$ cat src/rtl/dsp_op_sequencer_if.sv
// Request/result handshake bundle between a client and the DSP op sequencer.
interface dsp_op_sequencer_if #(
  parameter int WIDTH      = 33,
  parameter int SHIFT_BITS = 2
);
  logic                  req_valid;
  logic                  req_ready;
  logic [1:0]            req_op;
  logic                  req_mac;
  logic [WIDTH-1:0]      req_aa;
  logic [WIDTH-1:0]      req_bb;
  logic [2*WIDTH-1:0]    req_cc;
  logic [SHIFT_BITS-1:0] req_shamt;
  logic                  req_dir;
  logic                  res_valid;
  logic                  res_ready;
  logic [2*WIDTH-1:0]    res_data;

  modport master (
    output req_valid, req_op, req_mac, req_aa, req_bb, req_cc, req_shamt, req_dir, res_ready,
    input  req_ready, res_valid, res_data
  );

  modport slave (
    input  req_valid, req_op, req_mac, req_aa, req_bb, req_cc, req_shamt, req_dir, res_ready,
    output req_ready, res_valid, res_data
  );
endinterface

$ cat src/rtl/dsp_op_sequencer.sv
// Sequences multiply / multiply-accumulate / shift ops onto the fused DSP slice
// and buffers completed results in a 2-deep first-word-fall-through FIFO.
module dsp_op_sequencer #(
  parameter int WIDTH      = 33,
  parameter int SHIFT_BITS = 2
) (
  input  logic                  clk,
  input  logic                  rst,
  dsp_op_sequencer_if.slave     bus,
  output logic [WIDTH-1:0]      dsp_aa,
  output logic [WIDTH-1:0]      dsp_bb,
  output logic [2*WIDTH-1:0]    dsp_cc,
  output logic                  dsp_start,
  output logic [1:0]            dsp_mode,
  output logic                  dsp_mac,
  output logic                  dsp_shift_enable,
  output logic [SHIFT_BITS-1:0] dsp_shift_amount,
  output logic                  dsp_shift_dir,
  output logic                  dsp_rst,
  input  logic [2*WIDTH-1:0]    dsp_out,
  output logic                  busy
);

  localparam logic [1:0] OP_SHIFT = 2'd3;

  typedef enum logic [1:0] {IDLE, PRE, RUN} state_t;

  state_t                   state, state_nxt;
  logic [2:0]               cnt, cnt_nxt;
  logic                     first_r, first_nxt;
  logic [1:0]               op_r;
  logic                     mac_r;
  logic [1:0]               fifo_cnt;
  logic                     wr_ptr, rd_ptr;
  logic [1:0][2*WIDTH-1:0]  mem;
  logic [1:0]               credit;
  logic                     last_run, accept, push, pop;

  function automatic logic [2:0] op_len(input logic [1:0] op);
    case (op)
      2'd0:    op_len = 3'd1;
      2'd1:    op_len = 3'd2;
      2'd2:    op_len = 3'd4;
      default: op_len = 3'd1;
    endcase
  endfunction

  assign last_run  = (state == RUN) && (cnt == 3'd1);
  assign pop       = bus.res_valid && bus.res_ready;
  assign push      = last_run;
  // At most one op is ever in flight, so credit never exceeds 3.
  assign credit    = fifo_cnt + {1'b0, state != IDLE};
  assign bus.req_ready = !dsp_rst && ((state == IDLE) || last_run) &&
                         ((credit < 2'd2) || ((credit == 2'd2) && pop));
  assign accept    = bus.req_valid && bus.req_ready;
  assign bus.res_valid = (fifo_cnt != 2'd0);
  assign bus.res_data  = mem[rd_ptr];
  assign busy      = (state != IDLE) || (fifo_cnt != 2'd0);

  always_comb begin
    dsp_start        = 1'b0;
    dsp_mode         = 2'd0;
    dsp_mac          = 1'b0;
    dsp_shift_enable = 1'b0;
    state_nxt        = state;
    cnt_nxt          = cnt;
    first_nxt        = 1'b0;
    case (state)
      PRE: begin
        dsp_mode  = op_r;
        dsp_mac   = 1'b1;
        state_nxt = RUN;
        cnt_nxt   = 3'd1;
        first_nxt = 1'b1;
      end
      RUN: begin
        dsp_start        = first_r;
        dsp_mode         = op_r;
        dsp_mac          = (op_r == OP_SHIFT) || mac_r;
        dsp_shift_enable = (op_r == OP_SHIFT);
        if (cnt == 3'd1) state_nxt = IDLE;
        else             cnt_nxt   = cnt - 3'd1;
      end
      IDLE: ;
      default: begin
        state_nxt = IDLE;
        cnt_nxt   = 3'd0;
      end
    endcase
    // A shift needs mac asserted in the cycle before it; if this cycle does
    // not provide that, spend one PRE cycle raising it.
    if (accept) begin
      if ((bus.req_op == OP_SHIFT) && !dsp_mac) begin
        state_nxt = PRE;
        cnt_nxt   = 3'd1;
        first_nxt = 1'b0;
      end else begin
        state_nxt = RUN;
        cnt_nxt   = op_len(bus.req_op);
        first_nxt = 1'b1;
      end
    end
  end

  always_ff @(posedge clk or negedge rst) begin
    if (!rst) begin
      state            <= IDLE;
      cnt              <= 3'd0;
      first_r          <= 1'b0;
      op_r             <= 2'd0;
      mac_r            <= 1'b0;
      dsp_aa           <= '0;
      dsp_bb           <= '0;
      dsp_cc           <= '0;
      dsp_shift_amount <= '0;
      dsp_shift_dir    <= 1'b0;
      dsp_rst          <= 1'b1;
    end else begin
      dsp_rst <= 1'b0;
      state   <= state_nxt;
      cnt     <= cnt_nxt;
      first_r <= first_nxt;
      if (accept) begin
        op_r             <= bus.req_op;
        mac_r            <= bus.req_mac && (bus.req_op != OP_SHIFT);
        dsp_aa           <= bus.req_aa;
        dsp_bb           <= bus.req_bb;
        dsp_cc           <= bus.req_cc;
        dsp_shift_amount <= bus.req_shamt;
        dsp_shift_dir    <= bus.req_dir;
      end
    end
  end

  always_ff @(posedge clk or negedge rst) begin
    if (!rst) begin
      mem      <= '0;
      wr_ptr   <= 1'b0;
      rd_ptr   <= 1'b0;
      fifo_cnt <= 2'd0;
    end else begin
      if (push) begin
        mem[wr_ptr] <= dsp_out;
        wr_ptr      <= ~wr_ptr;
      end
      if (pop) rd_ptr <= ~rd_ptr;
      case ({push, pop})
        2'b10:   fifo_cnt <= fifo_cnt + 2'd1;
        2'b01:   fifo_cnt <= fifo_cnt - 2'd1;
        default: fifo_cnt <= fifo_cnt;
      endcase
    end
  end

endmodule

$ cat src/flat_wrapper.sv
// flat-port wrapper written by rule: the top's interface ports become plain ports
module dsp_op_sequencer_flat 
#(
  parameter int WIDTH      = 33,
  parameter int SHIFT_BITS = 2
)
  (clk, rst, dsp_aa, dsp_bb, dsp_cc, dsp_start, dsp_mode, dsp_mac, dsp_shift_enable, dsp_shift_amount, dsp_shift_dir, dsp_rst, dsp_out, busy, bus_req_valid, bus_req_op, bus_req_mac, bus_req_aa, bus_req_bb, bus_req_cc, bus_req_shamt, bus_req_dir, bus_res_ready, bus_req_ready, bus_res_valid, bus_res_data);
  dsp_op_sequencer_if #(.WIDTH(WIDTH), .SHIFT_BITS(SHIFT_BITS)) bus_i ();
  input  logic clk;
  input  logic rst;
  output logic [WIDTH-1:0] dsp_aa;
  output logic [WIDTH-1:0] dsp_bb;
  output logic [2*WIDTH-1:0] dsp_cc;
  output logic dsp_start;
  output logic [1:0] dsp_mode;
  output logic dsp_mac;
  output logic dsp_shift_enable;
  output logic [SHIFT_BITS-1:0] dsp_shift_amount;
  output logic dsp_shift_dir;
  output logic dsp_rst;
  input  logic [2*WIDTH-1:0] dsp_out;
  output logic busy;
  input wire logic [$bits(bus_i.req_valid)-1:0] bus_req_valid;
  input wire logic [$bits(bus_i.req_op)-1:0] bus_req_op;
  input wire logic [$bits(bus_i.req_mac)-1:0] bus_req_mac;
  input wire logic [$bits(bus_i.req_aa)-1:0] bus_req_aa;
  input wire logic [$bits(bus_i.req_bb)-1:0] bus_req_bb;
  input wire logic [$bits(bus_i.req_cc)-1:0] bus_req_cc;
  input wire logic [$bits(bus_i.req_shamt)-1:0] bus_req_shamt;
  input wire logic [$bits(bus_i.req_dir)-1:0] bus_req_dir;
  input wire logic [$bits(bus_i.res_ready)-1:0] bus_res_ready;
  output wire logic [$bits(bus_i.req_ready)-1:0] bus_req_ready;
  output wire logic [$bits(bus_i.res_valid)-1:0] bus_res_valid;
  output wire logic [$bits(bus_i.res_data)-1:0] bus_res_data;
  assign bus_i.req_valid = bus_req_valid;
  assign bus_i.req_op = bus_req_op;
  assign bus_i.req_mac = bus_req_mac;
  assign bus_i.req_aa = bus_req_aa;
  assign bus_i.req_bb = bus_req_bb;
  assign bus_i.req_cc = bus_req_cc;
  assign bus_i.req_shamt = bus_req_shamt;
  assign bus_i.req_dir = bus_req_dir;
  assign bus_i.res_ready = bus_res_ready;
  assign bus_req_ready = bus_i.req_ready;
  assign bus_res_valid = bus_i.res_valid;
  assign bus_res_data = bus_i.res_data;
  dsp_op_sequencer #(.WIDTH(WIDTH), .SHIFT_BITS(SHIFT_BITS)) u_core (.clk(clk), .rst(rst), .bus(bus_i), .dsp_aa(dsp_aa), .dsp_bb(dsp_bb), .dsp_cc(dsp_cc), .dsp_start(dsp_start), .dsp_mode(dsp_mode), .dsp_mac(dsp_mac), .dsp_shift_enable(dsp_shift_enable), .dsp_shift_amount(dsp_shift_amount), .dsp_shift_dir(dsp_shift_dir), .dsp_rst(dsp_rst), .dsp_out(dsp_out), .busy(busy));
endmodule
$ cat config.mk
export PLATFORM = sky130hd
export DESIGN_NAME = dsp_op_sequencer_flat
export DESIGN_NICKNAME = d
export VERILOG_FILES = /design/src/rtl/dsp_op_sequencer_if.sv /design/src/rtl/dsp_op_sequencer.sv /design/src/flat_wrapper.sv
export SDC_FILE = /design/constraint.sdc
export NUM_CORES = 1
export LEC_CHECK = 0
export ABC_CLOCK_PERIOD_IN_PS = 4250
export CORE_UTILIZATION = 45
export DETAILED_ROUTE_END_ITERATION = 8
export PLACE_DENSITY = 0.88
export SLEW_MARGIN = 10
export SYNTH_ARGS = -nofsm -noshare
export SYNTH_HDL_FRONTEND = slang
export SYNTH_SLANG_ARGS = --single-unit
$ cat constraint.sdc
create_clock -name clk -period 4.25 [get_ports clk]
set_input_delay 0.425 -clock clk [delete_from_list [all_inputs] [get_ports clk]]
set_output_delay 0.425 -clock clk [all_outputs]
set_load 0.01 [all_outputs]
Figure 1. Track usage over the die.
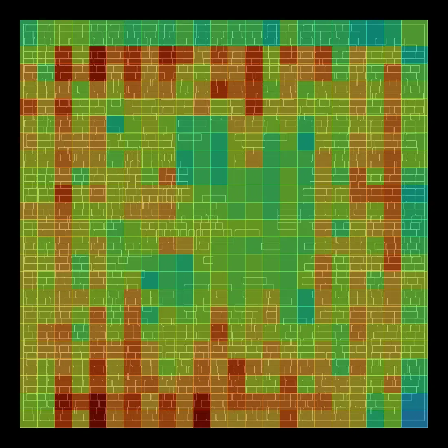
met3 Usage GRT: 6.33%
Wirelength per Cell: 19.8 um
Final Core Density: 67.8%

Figure 2. Clock wires, drivers and flops.
Bar = 50 um.
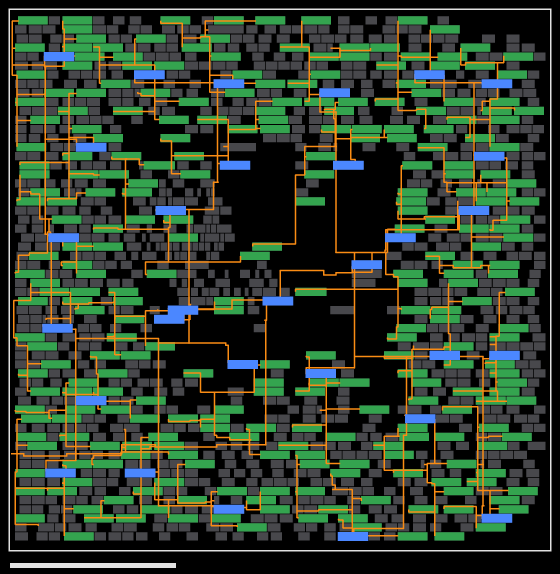
- green: flip-flops (count 281)
- orange: clock wires (length 3450 um)
- blue: cells driving clock nets (count 30)
- flops lie: widely spread
- routed clock nets: 31
Clock Power Share: 19.2%
insertion delay of the later-clocked pin in the worst-skew pair: 550 ps
final setup skew: 10.7 ps

Figure 3. Sequential cells grouped by signal name.
Bar = 50 um.
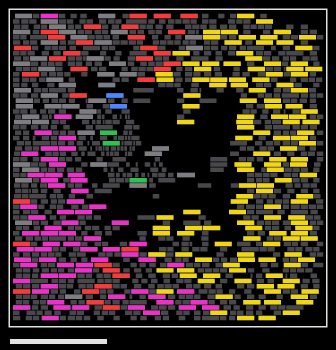
- blue: u_core.state (flops 2)
- red: u_core.dsp_bb (flops 33)
- green: u_core.cnt (flops 3)
- yellow: u_core.mem (flops 132)
- magenta: u_core.dsp_cc (flops 66)
seq pwr: 4.82 mW
sequential cell area in the final layout: 7030 um^2
fraction of standard cell area that is sequential: 41.2%

Figure 4. Cells colored by class.
Bar = 50 um.
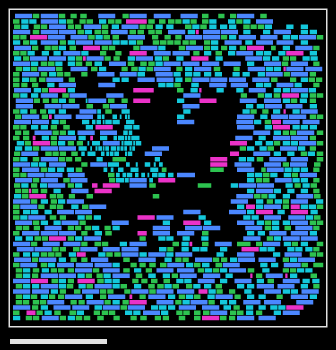
- magenta: clock drivers and dummy loads (cells 55)
- cyan: all other logic (cells 412)
- blue: flip-flops (cells 281)
- green: other buffers and delay cells (cells 424)
number of placement rows: 58
core footprint: 25200 um^2
final non-filler cell area: 17100 um^2

==> flow_summary.html <==
<h2>Implementation results</h2>
<table>
<tr><th>Metric</th><th>Value</th></tr>
<tr><th colspan="2">Route</th></tr>
<tr><td>Per-cell via count in the routed design</td><td>5.02</td></tr>
<tr><td>DRC violation count after routing</td><td>0</td></tr>
<tr><td>Routed length on met1</td><td>10.9 mm</td></tr>
<tr><td>Routed length on met3</td><td>2.17 mm</td></tr>
<tr><td>Count of nets left with antenna violations after detail routing</td><td>0</td></tr>
<tr><td>Initial DRC count</td><td>309</td></tr>
<tr><td>Highest layer used for signal routing</td><td>met4</td></tr>
<tr><td>Final Routed Wirelength</td><td>29.7 mm</td></tr>
<tr><td>Vias after detailed routing</td><td>7534</td></tr>
<tr><th colspan="2">Die</th></tr>
<tr><td>I/O pins</td><td>about 420</td></tr>
<tr><th colspan="2">Clock tree</th></tr>
<tr><td>H-tree levels</td><td>1</td></tr>
<tr><td>Number of buffers added for setup after CTS</td><td>0</td></tr>
<tr><td>Maximum clock insertion buffer count</td><td>3</td></tr>
<tr><td>Clock sinks</td><td>281</td></tr>
<tr><td>PostCTS Resize Cnt</td><td>0</td></tr>
<tr><th colspan="2">Yosys</th></tr>
<tr><td>Number of synthesized register bits</td><td>281</td></tr>
<tr><td>Chip Area, Yosys</td><td>11600 um^2</td></tr>
<tr><td>Nets at Floorplan</td><td>947</td></tr>
<tr><td>Flip-flops with a built-in enable</td><td>0</td></tr>
<tr><td>Post-synth top area share</td><td>60.6%</td></tr>
<tr><td>Most frequently used flop master after synthesis</td><td>sky130_fd_sc_hd__dfrtp_1</td></tr>
<tr><td>Commonest cells in the netlist</td><td>sky130_fd_sc_hd__dfrtp_1 (280), sky130_fd_sc_hd__mux2_2 (261), sky130_fd_sc_hd__mux2_1 (77)</td></tr>
<tr><td>Library cell with the largest summed area after synthesis</td><td>sky130_fd_sc_hd__dfrtp_1</td></tr>
<tr><td>Post-synthesis sequential area ratio</td><td>60.9%</td></tr>
<tr><td>Post-synthesis instance area</td><td>roughly 12000 um^2</td></tr>
<tr><th colspan="2">Worst setup path</th></tr>
<tr><td>Depth of the most critical reg-to-reg path</td><td>9</td></tr>
<tr><td>Slowest stage delay, CP</td><td>610 ps</td></tr>
<tr><td>Kind of launch point of the worst setup path</td><td>register</td></tr>
<tr><td>Worst R2R Setup Slack</td><td>1270 ps</td></tr>
<tr><td>Start point of the critical path</td><td>u_core.state[1]</td></tr>
<tr><td>Critical Path Sink</td><td>bus_req_ready</td></tr>
<tr><td>Cell with the largest stage delay on the worst path</td><td>sky130_fd_sc_hd__clkdlybuf4s50_1</td></tr>
<tr><td>Worst Path Required</td><td>3830 ps</td></tr>
<tr><td>Kind of capture point of the worst setup path</td><td>primary output</td></tr>
<tr><td>Cell breakdown of the critical path</td><td>inv_1, ha_1, inv_1, ha_1, and3b_1, o22ai_2, nor3_1, clkdlybuf4s50_1</td></tr>
<tr><td>Maximum net fanout on the critical path</td><td>7</td></tr>
<tr><th colspan="2">Finish</th></tr>
<tr><td>Top flop regs</td><td>u_core.mem (132), u_core.dsp_cc (66)</td></tr>
<tr><td>Post-layout net count</td><td>around 1400</td></tr>
<tr><td>Final cell count without fillers</td><td>1502</td></tr>
<tr><td>Top cell excl fill/tap</td><td>sky130_fd_sc_hd__clkdlybuf4s50_1</td></tr>
<tr><th colspan="2">Placement</th></tr>
<tr><td>Inst Count DP</td><td>1447</td></tr>
<tr><td>Half-perimeter wire length of the detailed placement result</td><td>approximately 21 mm</td></tr>
<tr><td>GPL Wtd Cong</td><td>0.800</td></tr>
<tr><th colspan="2">Run status</th></tr>
<tr><td>Result of the run</td><td>finished with violations</td></tr>
<tr><td>Violated checks</td><td>hold timing</td></tr>
<tr><th colspan="2">Global route</th></tr>
<tr><td>Maximum number of pins on one net before global-route repair</td><td>around 140</td></tr>
<tr><td>Remaining global-route overflow</td><td>0</td></tr>
<tr><td>Met1 Use GR</td><td>25.4%</td></tr>
<tr><td>Met2 global-route usage</td><td>40.0%</td></tr>
<tr><td>Number of global-route vias before repair</td><td>8355</td></tr>
<tr><td>Wire length of the first global-routing pass</td><td>roughly 46 mm</td></tr>
<tr><th colspan="2">STA</th></tr>
<tr><td>RSZ-0062 raised after global routing</td><td>no</td></tr>
<tr><td>Worst slew margin relative to its limit</td><td>33.1%</td></tr>
<tr><td>Fin. max-slew vios</td><td>0</td></tr>
<tr><td>Total count of hold-check failures in the final report</td><td>4</td></tr>
<tr><td>Min setup slack post-route</td><td>894 ps</td></tr>
<tr><td>Worst slack on hold paths</td><td>-7.41 ps</td></tr>
<tr><td>Final setup fails</td><td>0</td></tr>
<tr><td>Crit share post-route</td><td>79.0%</td></tr>
<tr><th colspan="2">Power</th></tr>
<tr><td>Switching part of the total power</td><td>30.6%</td></tr>
<tr><td>Share of total power in sequential cells</td><td>35.2%</td></tr>
<tr><td>Net switching power</td><td>4.18 mW</td></tr>
<tr><td>Total power</td><td>13.7 mW</td></tr>
<tr><td>Clock group</td><td>2.63 mW</td></tr>
<tr><th colspan="2">Run</th></tr>
<tr><td>OpenROAD warning count</td><td>35</td></tr>
</table>
[cell type report]
class,count,area (um^2)
Multi-Input combinational cell,401,4300
Clock buffer,45,908
Clock inverter,10,104
Fill cell,1728,8100
Inverter,11,41.3
Timing Repair Buffer,424,4280
Sequential cell,281,7030
Tap cell,330,413
[cells by family after synthesis]
family          after synthesis  synth area share [%]
compound gates               16                  1.03
fa+ha+maj                    10                  1.08
mux                         338                  32.9
xor+xnor                      5                 0.379
flops                       281                  60.9
buf+inv                      47                  2.01
simple gates                 31                  1.67
other cells                   1                0.0325
[critical path, delay by kind of cell, from the launching register on]
family | cells | cell delay (ps)
compound gates | 1 | 150
buf+inv | 3 | 790
flops | 1 | 400
fa+ha+maj | 2 | 570
simple gates | 2 | 480
Power is estimated from default activity; no workload was simulated.
